<file path="config.mk">
export PLATFORM = sky130hd
export DESIGN_NAME = btr_serial
export DESIGN_NICKNAME = d
export VERILOG_FILES = /design/src/rtl/btr_serial.sv
export SDC_FILE = /design/constraint.sdc
export NUM_CORES = 1
export LEC_CHECK = 0
export CORE_AREA = 4 4 76 78
export DETAILED_ROUTE_END_ITERATION = 8
export DIE_AREA = 0 0 80 82
export GPL_TIMING_DRIVEN = 0
export HOLD_SLACK_MARGIN = 0.05
export PLACE_DENSITY = 0.78
export SLEW_MARGIN = 25
export SYNTH_ARGS = -nofsm -noshare
export SYNTH_HDL_FRONTEND = slang
export SYNTH_SLANG_ARGS = --single-unit
</file>
<file path="constraint.sdc">
create_clock -name clk -period 3.66 [get_ports clk]
set_input_delay 0.915 -clock clk [delete_from_list [all_inputs] [get_ports clk]]
set_output_delay 0.915 -clock clk [all_outputs]
set_load 0.01 [all_outputs]
</file>
<file path="src/rtl/btr_serial.sv">
// -----------------------------------------------------------------------------
// btr_serial
//
// Multi-cycle bit-reverse coprocessor. It captures a 16-bit operand and a field
// length, then shifts the operand one bit per clock into an accumulator. The
// low `len` bits of the result come out in reverse order. Bits above the field
// pass through from the captured operand unchanged. Because the operation is
// its own inverse, it also undoes a previous field reverse.
//
// Configuration macro: BTR_SERIAL_FIELD_EN
//   defined     : `len` selects the field length. 0 or any value above 16
//                 means 16.
//   not defined : `len` is ignored. Every operation reverses the full word
//                 and takes WIDTH cycles.
//
// Ports
//   clk    in   1      rising-edge clock
//   rst    in   1      synchronous, active-high reset
//   start  in   1      request strobe, sampled only while idle
//   In     in   WIDTH  operand, captured on an accepted start
//   len    in   5      field length, captured on an accepted start
//   Out    out  WIDTH  result register; holds its value between operations
//   busy   out  1      high while shifting
//   done   out  1      one-cycle pulse in the cycle after Out is updated
// -----------------------------------------------------------------------------
module btr_serial #(
    parameter int WIDTH = 16
) (
    input  logic             clk,
    input  logic             rst,
    input  logic             start,
    input  logic [WIDTH-1:0] In,
    input  logic [4:0]       len,
    output logic [WIDTH-1:0] Out,
    output logic             busy,
    output logic             done
);

    localparam logic [4:0] FULL_LEN = 5'(WIDTH);

    typedef enum logic {
        S_IDLE  = 1'b0,
        S_SHIFT = 1'b1
    } state_t;

    state_t           state_q, state_d;
    logic [WIDTH-1:0] hold_q,  hold_d;   // untouched copy, used for pass-through bits
    logic [WIDTH-1:0] src_q,   src_d;    // operand being consumed LSB first
    logic [WIDTH-1:0] acc_q,   acc_d;    // reversed bits collect here
    logic [4:0]       cnt_q,   cnt_d;    // shifts still to do
    logic [WIDTH-1:0] out_q,   out_d;
    logic             done_q,  done_d;

    logic [4:0]       eff_len;           // length the next operation will use
    logic [WIDTH-1:0] mask;              // ones over the reversed field
    logic [WIDTH-1:0] acc_shift;         // accumulator value after this cycle's shift

`ifdef BTR_SERIAL_FIELD_EN
    // The field length has to stay in effect for the whole operation, because
    // `len` may change after capture. So it is kept in its own register.
    logic [4:0] flen_q, flen_d;

    always_comb begin
        eff_len = len;
        if (len == 5'd0 || len > FULL_LEN) begin
            eff_len = FULL_LEN;
        end
    end

    always_comb begin
        flen_d = flen_q;
        if (state_q == S_IDLE && start) begin
            flen_d = eff_len;
        end
    end

    always_ff @(posedge clk) begin
        if (rst) begin
            flen_q <= '0;
        end else begin
            flen_q <= flen_d;
        end
    end

    // Bit gi belongs to the field when it lies below the captured length.
    for (genvar gi = 0; gi < WIDTH; gi++) begin : g_mask
        assign mask[gi] = (5'(gi) < flen_q);
    end
`else
    // Full-word only. The len port exists for pin compatibility and has no
    // effect here.
    logic unused_len;
    assign unused_len = ^len;
    assign eff_len    = FULL_LEN;
    assign mask       = '1;
`endif

    // The current LSB of the source enters at the bottom of the accumulator.
    // After L shifts, source bit 0 has moved up to position L-1.
    assign acc_shift = {acc_q[WIDTH-2:0], src_q[0]};

    always_comb begin
        state_d = state_q;
        hold_d  = hold_q;
        src_d   = src_q;
        acc_d   = acc_q;
        cnt_d   = cnt_q;
        out_d   = out_q;
        done_d  = 1'b0;

        case (state_q)
            S_IDLE: begin
                if (start) begin
                    hold_d  = In;
                    src_d   = In;
                    acc_d   = '0;
                    cnt_d   = eff_len;
                    state_d = S_SHIFT;
                end
            end

            S_SHIFT: begin
                acc_d = acc_shift;
                src_d = src_q >> 1;
                cnt_d = cnt_q - 5'd1;
                // The last shift merges straight from acc_shift. That way the
                // result lands on the same edge as that shift, not one later.
                if (cnt_q == 5'd1) begin
                    out_d   = (hold_q & ~mask) | (acc_shift & mask);
                    done_d  = 1'b1;
                    state_d = S_IDLE;
                end
            end

            default: begin
                state_d = S_IDLE;
            end
        endcase
    end

    always_ff @(posedge clk) begin
        if (rst) begin
            state_q <= S_IDLE;
            hold_q  <= '0;
            src_q   <= '0;
            acc_q   <= '0;
            cnt_q   <= '0;
            out_q   <= '0;
            done_q  <= 1'b0;
        end else begin
            state_q <= state_d;
            hold_q  <= hold_d;
            src_q   <= src_d;
            acc_q   <= acc_d;
            cnt_q   <= cnt_d;
            out_q   <= out_d;
            done_q  <= done_d;
        end
    end

    // done is registered and the FSM is back in IDLE by the time done is
    // high. So busy and done can never be high together.
    assign busy = (state_q == S_SHIFT);
    assign done = done_q;
    assign Out  = out_q;

endmodule

</file>
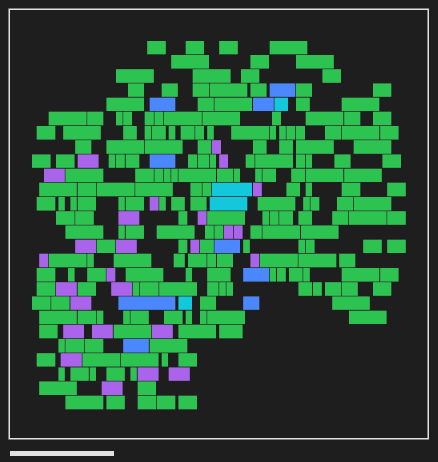
(run_1/sizing.png)
The bar under the picture is 20 um long.
[blue] x6 and larger | cells: 9 | share: 3.6% | most used: clkbuf_8
[green] x1 and smaller | cells: 213 | share: 85% | most used: dfxtp_1
[cyan] x3 and x4 | cells: 4 | share: 1.6% | most used: buf_4
[purple] x2 | cells: 26 | share: 10% | most used: mux2_2
total non-filler cell area in the finished layout: 2730 um^2
Plain + repair buffers: 52
final worst setup slack: 1.37 ns

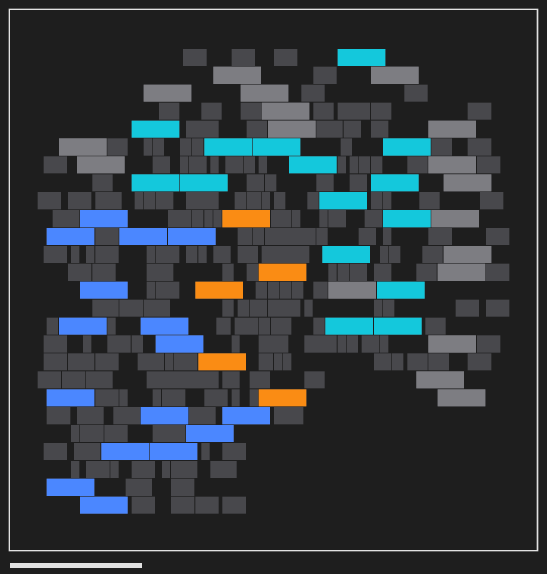
(run_1/ff_map.png)
The bar under the picture is 20 um long. Other sequential cells in the stronger gray, the rest of the logic in the fainter gray.
[cyan] `acc_q` | placed flops: 15
[orange] `cnt_q` | placed flops: 5 | where: middle
[blue] `src_q` | placed flops: 16
area taken by flip-flops and latches: 1080 um^2
sequential cell area share: 0.397
P_seq: 0.620 mW
share of the core filled with cells in the final layout: 0.537

==> git commit body, run 1 <==
Refresh implementation metrics

- The number of global-route vias before repair is 1,481.
- The synthesized netlist occupies a cell area of 2170 um^2.
* Worst-case setup slack after placement: 1.20 ns
- Layout overhead on the synthesized area: 25.8%
- Flip-flop and latch count after synthesis: 54
* Vertical die size: 82 um
- Number of design rule violations left after detail routing: 0
- Checking max transition, the worst relative margin is 0.667.
- Final ANT Viol Nets: 0
* RSZ-0062 raised after global routing: no
- Per the detail_route report, the via count comes to 1,629.
- Share of cells above drive strength 1: 0.155
- The violation tally recorded at the end of detailed-routing iteration 0 is 40.
- Die area: 6560 um^2
- A synthesized cell averages 10.4 um^2.
- Buffers on Ports: 35
- Number of diodes added for antenna fixing: 0
* Largest stage delay on the critical path: 0.59 ns
* Crit path kind: reg -> out
* Proportion of register bits with asynchronous set or reset after synthesis: 0
- Cell Count Post-Placement: 314
* Wire length of the first global-routing pass: 7040 um
* Met2 capacity usage during global routing: 0.224
* Global-route usage over all layers: 0.139
- Library cell with the largest summed area after synthesis: dfxtp_1
- The tightest min-delay check is of the reg -> reg type.
- Arrival time worst endpoint: 1.37 ns
- Required time reported for the critical path endpoint: 2.74 ns
- Met2 Wirelength: 1880 um
* Sum of overflow across all layers after global routing: 0
- Post-synthesis, Yosys gives the total cell area as 2170 um^2.
* Prevailing post-synth register cell: dfxtp_1
* Post-cts sizing count: 0
- Core Util at FP: 0.427
- The finished design was reported to have a net count of 277.
- The initial antenna violation count came to 0.
* Number of buffers between clock root and the deepest sink: 2
- Highest Signal Layer: met4
- Detailed-route vias per instance: 5.06
* Number of failing setup endpoints in the final timing report: 0
- Number of buffers added by the clock tree synthesis step: 5
* Cell Pwr Density: 429 nW/um^2
- Wire segments on met3 add up to 265 um in the final route.
- Combined buffer and inverter count along the critical path: 1
- The warning tally printed by Yosys for this design is 0.
- Synthesis produced a netlist with a net count of 235.
- TritonCTS built the clock tree.
- Dividing the final minimum period by the clock period gives 0.625.
- Critical path's top delay family: buffers and inverters
* Pre-Repair DR Iteration Count: 4
- Buffers added to address setup during post-CTS repair amount to 0.
- The highest supply drop recorded on VDD is 235 uV.
* Largest net degree at the start of global routing: 18
- Per the detailed-route log, wirelength across all metal layers totals 4180 um.
- Clock insertion delay at the later pin of the skew report: 0.31 ns
- On the final layout, the worst clock skew is 0.00812 ns.
- In the final report, the number of pins over their slew limit comes to 0.
- In the synthesized netlist, the number of instances is 209.
- According to the CTS report, the clock sink count is 54.
- Yosys top cell area share: 0.499
- Yosys stat counts 209 cells in the synthesized netlist.
* Clock H-tree levels: 2
* Period minus WS final: 2.29 ns
* Met1 demand-to-capacity share in global routing: 0.170
- Met3 track demand over resource in global routing: 0.0482
- Worst Hold Slack: 0.483 ns
- Post-place instance area: 2610 um^2
* Cell leakage power: 1.06 nW
* Number of hold buffers added after CTS: 0
- For this run the top cell type by instance count after synthesis was dfxtp_1.
- Clock-pin slew was measured on the worst setup and hold paths at 0.10 ns.
* Num ports: 42
* Mean routed wirelength per cell: 13.0 um
- Detailed placement ended at an HPWL of 2970 um.
* Slowest stage cell, crit path: clkdlybuf4s50_1
* Busiest grt layer: met2
- The congestion estimate from routability-driven global placement came to 0.711.
- For this run, the top clock speed supported by timing is 437 MHz.
- Distinct cell type count after synthesis: 24
- Final Hold Vio Count: 0
- STA classifies the critical path endpoint as an output port.
- The final layout reports a setup TNS of 0 ns.
* Top fanout value on the critical path: 5
- Met1 wire length: 1970 um
- The signal on the critical path passes through clkdlybuf4s50_1.
- Die width: 80 um
- Core area: 5070 um^2
* Top post-synthesis cells by count: 54 x dfxtp_1, 34 x nor2_1, 18 x a21oi_1, 17 x mux2i_1, 16 x a22o_1
- In the post-synthesis netlist, the biggest area contributors are dfxtp_1 50%, mux2i_1 7.9%, mux2_2 7.8%, a22o_1 6.5%, nor2_1 5.9%.
* Flip-flops with a built-in enable: 0
- Clock tree synthesis selected as its root buffer the cell clkbuf_8.
* Sequential element share of the synthesized area: 0.499
- Outcome: complete, no violations
- Worst Max-Slew Pin Slew: 0.495 ns
- Across the run, the number of max-cap violations was 0.
* Total power of the final layout: 1.17 mW
- Kind of launch point of the worst setup path: flop
- The stage logs contain a warning count of 32.
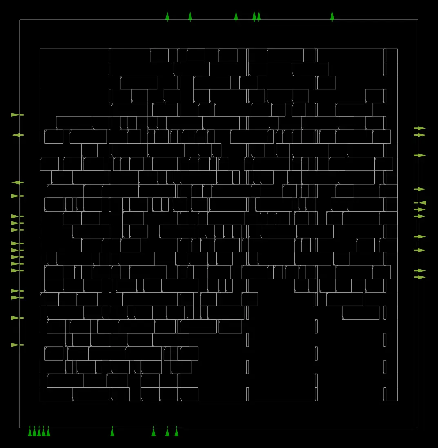
(run_1/placed.png)
total number of placement rows: 26
total of fill cells in the finished design: 470
Final Non-Filler Cells: 322
num tapcells: 70
sequential cell count: 54

==> run 1: state kept, by name (all words and copies together), names as in the netlist <==
signal	cells
done	1
cnt_q	5
busy	1
src_q	16
Out	16
acc_q	15
==> run 1: path summary, 6_finish.rpt <==
kind,from,cells after the start,to,slack (ns)
worst max-delay path,busy,1,busy,1.37
worst min-delay path,Out[7],1,Out[7],0.48
worst max register to register,cnt_q[0],5,Out[9],2.05
worst min register to register,Out[7],1,Out[7],0.48
==> run 1: worst register-to-register path, cell delays in order (launching register included) <==
cell and delay (ns):
dfxtp_1 0.42, ha_1 0.24, nand3b_4 0.10, nor4_4 0.38, buf_4 0.26, a22o_1 0.15
==> run 1: cell families (layout without fill, tap and decap cells) <==
group	count (synthesis)	count (layout)	synth area share
flops	54	54	0.499
fa+ha+maj	2	2	0.0115
mux	32	32	0.156
simple gates	62	62	0.162
compound gates	39	39	0.123
buf+inv	20	63	0.0479
==> run 1: where the power goes <==
part	leakage [nW]	total, mW	internal (mW)	switching, mW
sequential	0.439	0.620	0.605	0.0148
clock	0.0618	0.425	0.225	0.200
combinational	0.558	0.124	0.0653	0.0592
==> run 1: final cells by class <==
type                    count  area [um^2]
well taps                  70         87.6
fillers                   470         2350
clock buffers               6         82.6
clock inverters             2         38.8
inverters                   3         11.3
repair buffers             35          350
plain buffers              17         92.6
flip-flops and latches     54         1080
multi-input cells         135          982
==> run 1: cell usage in the layout, fill, tap and decap left out, types with 6 or more instances in the layout <==
cell type / n
a21oi_1: 18
nor2_1: 34
clkdlybuf4s50_1: 35
nor3b_1: 15
a22o_1: 16
clkbuf_8: 6
mux2_2: 15
mux2i_1: 17
buf_2: 11
dfxtp_1: 54
==> run 2, diff against run 1 <==
==> constraint.sdc (replaced) <==
create_clock -name clk -period 2.2 [get_ports clk]
set_input_delay 0.55 -clock clk [delete_from_list [all_inputs] [get_ports clk]]
set_output_delay 0.55 -clock clk [all_outputs]
set_load 0.01 [all_outputs]
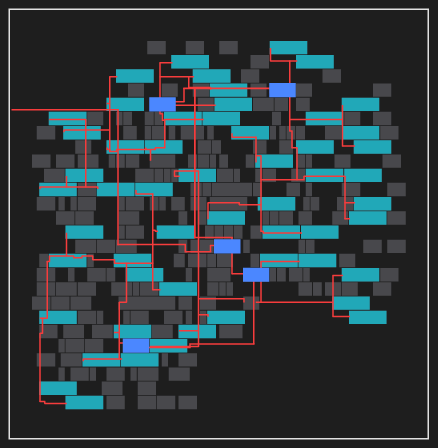
(run_2/clock_wires.png)
[blue] clock-net drivers | count: 5
[cyan] flip-flops | count: 54
[red] clock wires | length: 659 um
routed clock nets: 6

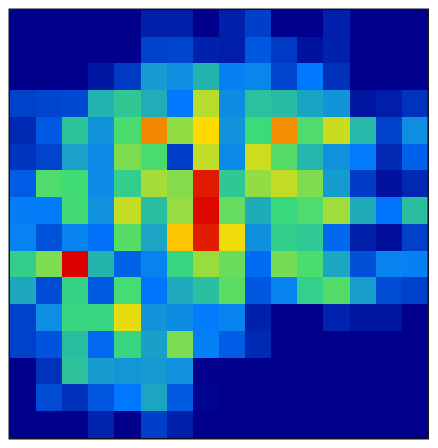
(run_2/route_heat.png)
The die is cut into 16 by 16 equal tiles; dark blue is low, red is high, scaled to the fullest tile. Values are wire area over tile area, all layers added.
densest ninth of the die: middle
fullest tile: 0.41
tiles over half the peak: 17%
nearly empty tiles: 26%
mean over tiles: 0.10
mean routed wirelength per cell: 13.0 um
Vias: 1,629

==> run 2 against run 1 <==
  * Synthesized cell count is the same
  * Sequential power grew 66%
  * Critical path depth is the same
  * Combinational power grew 67%
  * Design area is the same
  * Synthesized area is the same
  * Sequential share of layout area is the same
  * Clock power grew 66%
  * Sequential cell count is the same
  * Total power grew 66%
  * Critical path type unchanged
  * Largest power group unchanged
  * Highest routed layer unchanged
==> git commit body, run 2 <==
Refresh implementation metrics

- Outcome: complete, no violations
* Area taken by flip-flops and latches: 1080 um^2 (unchanged)
- Yosys stat area: 2170 um^2 (unchanged)
- Clock network power: 0.707 mW (+66%)
- The net count after synthesis was 235 (unchanged).
- The number of hold-slack violations in the final timing report came to 0 (unchanged).
* Total power of the final layout: 1.95 mW (+66%)
- STA classifies the critical path startpoint as a flop.
* Type of the worst min-delay path: reg -> reg
- Critical path's top delay family: buffers and inverters
- Post-CTS Setup Bufs: 0 (unchanged)
- The library cell used most frequently in the layout, excluding fill and tap cells, is dfxtp_1.
- Flip-flop and latch count after synthesis: 54 (unchanged)
- The synthesis run shows the most used standard cells to be 54 x dfxtp_1, 34 x nor2_1, 18 x a21oi_1, 17 x mux2i_1, 16 x a22o_1.
- The latest clock arrival within the worst-skew pair came to 0.31 ns (about the same).
* Group with the largest share of power: sequential cells
- Syn avg cell area: 10.4 um^2 (unchanged)
- The leakage power was 1.06 nW (unchanged).
- The multi-input logic area came to 982 um^2 (unchanged).
- Setup TNS: 0 ns (unchanged)
- The timing report shows that the slowest cell on the worst path is clkdlybuf4s50_1.
- Clk pin slew, worst setup/hold paths: 0.10 ns (about the same)
- The wire length of the first global-routing pass was 7040 um (unchanged).
- The share of total power consumed by net switching was 0.234 (about the same).
- FF-to-FF setup slack: 0.59 ns (-1.46 ns)
- The mean number of vias per cell came to 5.06 (unchanged).
* Sink count of the clock tree: 54 (unchanged)
* CP Cell Sequence: clkdlybuf4s50_1
- # nets final: 277 (unchanged)
- TritonCTS built the clock tree.
* Number of buffers added by the clock tree synthesis step: 5 (unchanged)
* Cell area after technology mapping: 2170 um^2 (unchanged)
- The detailed-router iteration count before antenna repair was 4 (unchanged).
* Highest ir drop seen on vdd: 391 uV (+66%)
* Synthesized instance count: 209 (unchanged)
- Sequential element share of the synthesized area: 0.499 (unchanged)
- Buffers on Ports: 35 (unchanged)
* Required time reported for the critical path endpoint: 1.65 ns (-1.09 ns)
- The internal power summed over all cells was 1.49 mW (+66%).
- Largest net degree at the start of global routing: 18 (unchanged)
* R2r startpoint: cnt_q[0]
- The initial antenna violation count was 0 (unchanged).
- Largest stage delay on the critical path: 0.59 ns (about the same)
- The combinational power came to 0.207 mW (+67%).
- The number of setup violations in the final report came to 0 (unchanged).
- The aggregate global routing overflow came to 0 (unchanged).
- Worst slew margin: 0.667 (unchanged)
- The count of pins over their slew limit is 0 (unchanged).
* Yosys top cell area share: 0.499 (unchanged)
* R2r worst-path depth: 5 (unchanged)
- The setup path with the least slack is of type reg -> out.
- The antenna diode count was 0 (unchanged).
- The number of buffers added to fix hold violations after cts was 0 (unchanged).
- Via count of the first global-routing pass: 1,481 (unchanged)
* Period minus WS final: 1.92 ns
* Most common logic cells in the final layout: 54 x dfxtp_1, 35 x clkdlybuf4s50_1, 34 x nor2_1, 18 x a21oi_1, 17 x mux2i_1
* Hold Path End: Out[7]
- Clock H-tree levels: 2 (unchanged)
- Count of routing violations after the opening detailed-route iteration: 40 (unchanged)
- The number of enable-type register cells in the synthesized netlist was 0 (unchanged).
- Core Util at FP: 0.427 (unchanged)
- Final worst setup slack: 0.278 ns (-1.10 ns)
* Vertical die size: 82 um (unchanged)
* Part of the power in the clock network: 0.363 (about the same)
* Largest cells by area: dfxtp_1 50%, mux2i_1 7.9%, mux2_2 7.8%, a22o_1 6.5%, nor2_1 5.9%
- Combinational cell fraction of total power: 0.106 (about the same)
- Among all flip-flop cells after synthesis, the most frequent one is dfxtp_1.
- The number of buffers on the longest clock path is 2 (unchanged).
* Post-cts sizing count: 0 (unchanged)
- Cell Pwr Density: 714 nW/um^2 (+66%)
* Clock Skew: 0.00812 ns (unchanged)
- The area growth from synthesis to final layout is 25.8% (unchanged).
- The number of cells in Yosys stat came to 209 (unchanged).
* Distinct cell type count after synthesis: 24 (unchanged)
* Worst-case setup slack after placement: 0.110 ns (-1.10 ns)
* Number of warning messages in the yosys log: 0 (unchanged)
- The post-detailed-routing wire length was 4180 um (unchanged).
- The post-detailed-route count of antenna-violating nets came to 0 (unchanged).
- The buffer-and-inverter tally for the worst setup path was 1 (unchanged).
* Number of design rule violations left after detail routing: 0 (unchanged)
- Max-cap check violation count: 0 (unchanged)
* HPWL Detailed: 2970 um (unchanged)
- Hold Crit Start: Out[7]
* Library cell with the largest summed area after synthesis: dfxtp_1
- The maximum fanout encountered on the critical timing path came to 5 (unchanged).
* Num ports: 42 (unchanged)
- In this run the critical register-to-register path is captured at Out[9].
- Share of cells above drive strength 1: 0.155 (unchanged)
* Most numerous cell in the Yosys netlist: dfxtp_1
* Sw Pwr: 0.456 mW (+66%)
- Die area: 6560 um^2 (unchanged)
- The worst endpoint data arrival time is 1.37 ns (about the same).
* RSZ-0062 raised after global routing: no
- Hold path depth: 1 (unchanged)
- Critical Path End Type: output port
- The number of rows created at floorplan came to 26 (unchanged).
- Post-route period utilization is reported as 0.874.
- Worst Max-Slew Pin Slew: 0.495 ns (unchanged)
* Proportion of register bits with asynchronous set or reset after synthesis: 0 (unchanged)
* Count of tool warnings: 32 (unchanged)
* P_seq: 1.03 mW (+66%)
* Global-route usage over all layers: 0.139 (unchanged)
- Register share of total power: 0.530 (about the same)
- The filler cell count in the final layout came to 470 (unchanged).
- Highest clock rate: 520 MHz
* Core area: 5070 um^2 (unchanged)
* Gpl congestion: 0.711 (unchanged)
* Die width: 80 um (unchanged)
run 2: cell counts in the layout (fill, tap and decap cells not counted):
No cell type changed its count.
run 2: through the flow:
step	instance area (um^2)	utilization	std cells	hold slack [ns]
2_1_floorplan	2170	-	209	0.441
3_3_place_gp	2610	0.513	314	0.456
3_5_place_dp	2610	0.513	314	0.459
4_1_cts	2730	0.537	322	0.485
5_1_grt	2730	0.537	322	0.494
6_report	2730	0.537	322	0.483
run 2: final cells by class:
class / instances / share of cell area
flip-flops and latches: 54 / 0.397
well taps: 70 / 0.0321
clock inverters: 2 / 0.0142
inverters: 3 / 0.00413
clock buffers: 6 / 0.0303
plain buffers: 17 / 0.0340
multi-input cells: 135 / 0.360
repair buffers: 35 / 0.128
run 2: how the worst max path moves through the flow:
stage,cells after the start,slack [ns],start,to
floorplan,5,0.66,start,src_q[10]
global placement,7,0.09,rst,Out[14]
detailed placement,7,0.11,rst,Out[9]
CTS,1,0.26,busy,busy
global route,1,0.24,busy,busy
finish,1,0.28,busy,busy
run 2: kinds of logic after synthesis:
| logic type | Yosys count | share of synthesized area |
|---|---|---|
| buffers and inverters | 20 | 0.0479 |
| multiplexers | 32 | 0.156 |
| AND-OR/OR-AND | 39 | 0.123 |
| AND/OR/NAND/NOR | 62 | 0.162 |
| flip-flops | 54 | 0.499 |
| adder cells (fa/ha/maj) | 2 | 0.0115 |
run 2: metal layers:
metal  vias to the layer above  routed length, um  track usage
met5                         -                  0            0
met4                         0                 54       0.0557
met3                         4                265       0.0482
met2                        36               1880        0.224
met1                       769               1970        0.170
li1                        820                  -            -
==> run 3, diff against run 2 <==
--- a/config.mk
+++ b/config.mk
@@ -5,6 +5,7 @@
 export SDC_FILE = /design/constraint.sdc
 export NUM_CORES = 1
 export LEC_CHECK = 0
+export CAP_MARGIN = 20
 export CORE_AREA = 4 4 76 78
 export DETAILED_ROUTE_END_ITERATION = 8
 export DIE_AREA = 0 0 80 82
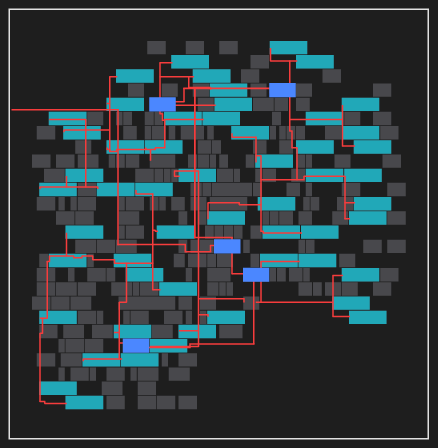
(run_3/clock_wires.png)
[red] clock wires | length: 659 um
[cyan] flip-flops | count: 54
[blue] clock-net drivers | count: 5
routed clock nets: 6

==> run 3 against run 2 <==
  * Synthesized area unchanged
  * Synthesized cell count unchanged
  * Critical path depth unchanged
  * Clock-buffer cell count unchanged
  * Setup slack unchanged
  * Largest power group unchanged
==> git commit body, run 3 <==
Refresh implementation metrics

* Outcome: complete, no violations
- FF-to-FF setup slack: 0.59 ns (about the same)
* Largest stage delay on the critical path: 0.59 ns (about the same)
- The post-detailed-routing wire length is 4180 um (unchanged).
- Number of buffers between clock root and the deepest sink: 2 (unchanged)
* Number of failing setup endpoints in the final timing report: 0 (unchanged)
- Largest net degree at the start of global routing: 18 (unchanged)
- The number of rows created at floorplan came to 26 (unchanged).
- The detailed-routed wire length on met3 is 265 um (unchanged).
* Detailed-route vias per instance: 5.06 (unchanged)
- Num ports: 42 (unchanged)
- Via count of the first global-routing pass: 1,481 (unchanged)
- Core area: 5070 um^2 (unchanged)
- The detailed-route via count came to 1,629 (unchanged).
- Vertical die size: 82 um (unchanged)
- Total power of the final layout: 1.95 mW (unchanged)
* Net count of the mapped netlist: 235 (unchanged)
- The antenna diode count is 0 (unchanged).
- The post-synthesis cell count was 209 (unchanged).
- Die area: 6560 um^2 (unchanged)
* Share of cells above drive strength 1: 0.155 (unchanged)
- The endpoint identified for the worst register-to-register timing path is Out[9].
* Arrival time worst endpoint: 1.37 ns (about the same)
- The wire length of the first global-routing pass is 7040 um (unchanged).
- Die width: 80 um (unchanged)
* # nets final: 277 (unchanged)
* Highest Signal Layer: met4
* R2r worst-path depth: 5 (unchanged)
- Worst Max-Slew Pin Slew: 0.495 ns (unchanged)
- The Yosys warning count came to 0 (unchanged).
- The routed wire length per instance came to 13.0 um (unchanged).
- For reference, the critical path is launched at busy.
* CP Cell Sequence: clkdlybuf4s50_1
- Library cell with the largest summed area after synthesis: dfxtp_1
- Clock H-tree levels: 2 (unchanged)
- Largest cells by area: dfxtp_1 50%, mux2i_1 7.9%, mux2_2 7.8%, a22o_1 6.5%, nor2_1 5.9%
- The number of buffers inserted by port buffering came to 35 (unchanged).
- The timing report shows that the slowest cell on the worst path is clkdlybuf4s50_1.
* Number of design rule violations left after detail routing: 0 (unchanged)
- The mapped cell area was 2170 um^2 (unchanged).
- The max capacitance violation total was 0 (unchanged).
- The peak clock frequency supported by timing is 520 MHz (unchanged).
- The initial antenna violation count was 0 (unchanged).
- Cell leakage power: 1.06 nW (unchanged)
* Sequential element share of the synthesized area: 0.499 (unchanged)
- The combined global-route utilization of all metal layers is 0.139 (unchanged).
* Commonest Layout Cell: dfxtp_1
- RSZ-0062 raised after global routing: no
* Total of fill cells in the finished design: 470 (unchanged)
- Required time reported for the critical path endpoint: 1.65 ns (about the same)
- Flip-flops with a built-in enable: 0 (unchanged)
- Cell Pwr Density: 714 nW/um^2 (unchanged)
* Pre-Repair DR Iteration Count: 4 (unchanged)
- The largest voltage drop on the vdd net is 391 uV (unchanged).
- The number of cells in Yosys stat came to 209 (unchanged).
- The number of logic stages on the critical path including buffering came to 1 (unchanged).
* Core Util at FP: 0.427 (unchanged)
- The routed metal-1 wire length was 1970 um (unchanged).
- The routability-driven placement congestion ratio was 0.711 (unchanged).
- Sink count of the clock tree: 54 (unchanged)
* Final ANT Viol Nets: 0 (unchanged)
- The critical path is of the reg -> out type.
- The worst setup path is launched from a flop.
* Post-CTS Setup Bufs: 0 (unchanged)
- Final Hold Vio Count: 0 (unchanged)
- The number of synthesized register bits came to 54 (unchanged).
- The most critical min-delay path falls under reg -> reg.
* HPWL Detailed: 2970 um (unchanged)
- STA classifies the critical path endpoint as an output port.
- Sum of overflow across all layers after global routing: 0 (unchanged)
- The critical path ends at busy.
* Post-cts sizing count: 0 (unchanged)
- The latest clock arrival within the worst-skew pair was 0.31 ns (about the same).
* Number of hold buffers added after CTS: 0 (unchanged)
- The count of cell types in the netlist was 24 (unchanged).
- Clk pin slew, worst setup/hold paths: 0.10 ns (about the same)
- The CTS buffer count came to 5 (unchanged).
- The final setup skew is 0.00812 ns (unchanged).
- Prevailing post-synth register cell: dfxtp_1
* Worst slew margin: 0.667 (unchanged)
- The fraction of the cycle the final worst path needs came to 0.874 (unchanged).
* Final Non-Filler Cells: 322 (unchanged)
- The kind of cell with the highest combined delay along the critical path is buffers and inverters.
* Proportion of register bits with asynchronous set or reset after synthesis: 0 (unchanged)
- The worst slack at placement was 0.110 ns (unchanged).
- R2r startpoint: cnt_q[0]
- Slew Viols, Final: 0 (unchanged)
* Met2 Wirelength: 1880 um (unchanged)
- The shortest clock period the worst path allows after layout was 1.92 ns (unchanged).
* Top post-synthesis cells by count: 54 x dfxtp_1, 34 x nor2_1, 18 x a21oi_1, 17 x mux2i_1, 16 x a22o_1
* Syn avg cell area: 10.4 um^2 (unchanged)
- In this run the most critical hold path is launched from Out[7].
- Count of tool warnings: 32 (unchanged)
* Share of the core filled with cells in the final layout: 0.537 (unchanged)
- Cell Count Post-Placement: 314 (unchanged)
- The yosys-reported design area after synthesis is 2170 um^2 (unchanged).
* Count of routing violations after the opening detailed-route iteration: 40 (unchanged)
* Most numerous cell in the Yosys netlist: dfxtp_1
- The buffer-and-inverter tally for the worst setup path was 1 (unchanged).
- Most common logic cells in the final layout: 54 x dfxtp_1, 35 x clkdlybuf4s50_1, 34 x nor2_1, 18 x a21oi_1, 17 x mux2i_1
- The maximum fanout encountered on the critical timing path was 5 (unchanged).
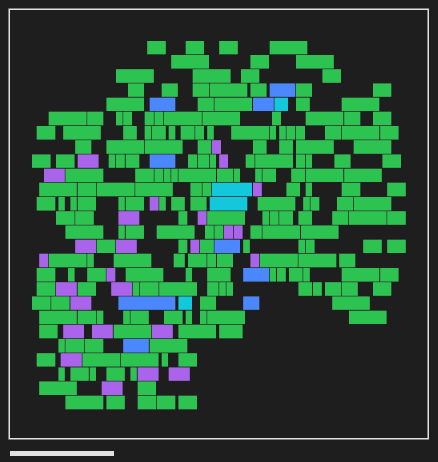
(run_3/sizing.png)
The bar under the picture is 20 um long.
[purple] x2 | cells: 26 | share: 10% | most used: mux2_2
[blue] x6 and larger | cells: 9 | share: 3.6% | most used: clkbuf_8
[cyan] x3 and x4 | cells: 4 | share: 1.6% | most used: buf_4
[green] x1 and smaller | cells: 213 | share: 85% | most used: dfxtp_1
final worst setup slack: 0.278 ns
layout overhead on the synthesized area: 25.8%

## run 3: logic make-up after synthesis
kind of cell / after synthesis / share of synthesized area
and+or+nand+nor: 62 / 0.162
AOI/OAI and AO/OA: 39 / 0.123
DFF: 54 / 0.499
adders and majority gates: 2 / 0.0115
buffers and inverters: 20 / 0.0479
muxes: 32 / 0.156
## run 3: metal layers
| layer | track usage | up-vias |
|---|---|---|
| met5 | 0 | - |
| met4 | 0.0557 | 0 |
| met3 | 0.0482 | 4 |
| met2 | 0.224 | 36 |
| met1 | 0.170 | 769 |
| li1 | - | 820 |
## run 3: final cells by class
| cell class | instances | area, um^2 | area share |
|---|---|---|---|
| sequential | 54 | 1080 | 0.397 |
| multi-input combinational | 135 | 982 | 0.360 |
| timing repair buffer | 35 | 350 | 0.128 |
| buffer | 17 | 92.6 | 0.0340 |
| tap | 70 | 87.6 | 0.0321 |
| clock buffer | 6 | 82.6 | 0.0303 |
| clock inverter | 2 | 38.8 | 0.0142 |
| inverter | 3 | 11.3 | 0.00413 |
## run 3: stage by stage
step / cell area [um^2] / hold slack, ns
final: 2730 / 0.483
after global routing: 2730 / 0.494
after CTS: 2730 / 0.485
after detailed placement: 2610 / 0.459
after global placement: 2610 / 0.456
after floorplan: 2170 / 0.441
## run 3: power by group
| part | leakage, nW | internal, mW | switching (mW) |
|---|---|---|---|
| Clock | 0.0618 | 0.375 | 0.333 |
| Sequential | 0.439 | 1.01 | 0.0246 |
| Combinational | 0.558 | 0.109 | 0.0985 |
## run 3: how the worst min path moves through the flow
stage | slack [ns] | depth (start not counted) | to
after floorplan | 0.44 | 1 | Out[15]
after global placement | 0.46 | 1 | Out[13]
after detailed placement | 0.46 | 1 | Out[7]
after CTS | 0.48 | 1 | Out[13]
after global routing | 0.49 | 1 | Out[6]
final | 0.48 | 1 | Out[7]
Power is estimated from default activity; no workload was simulated.
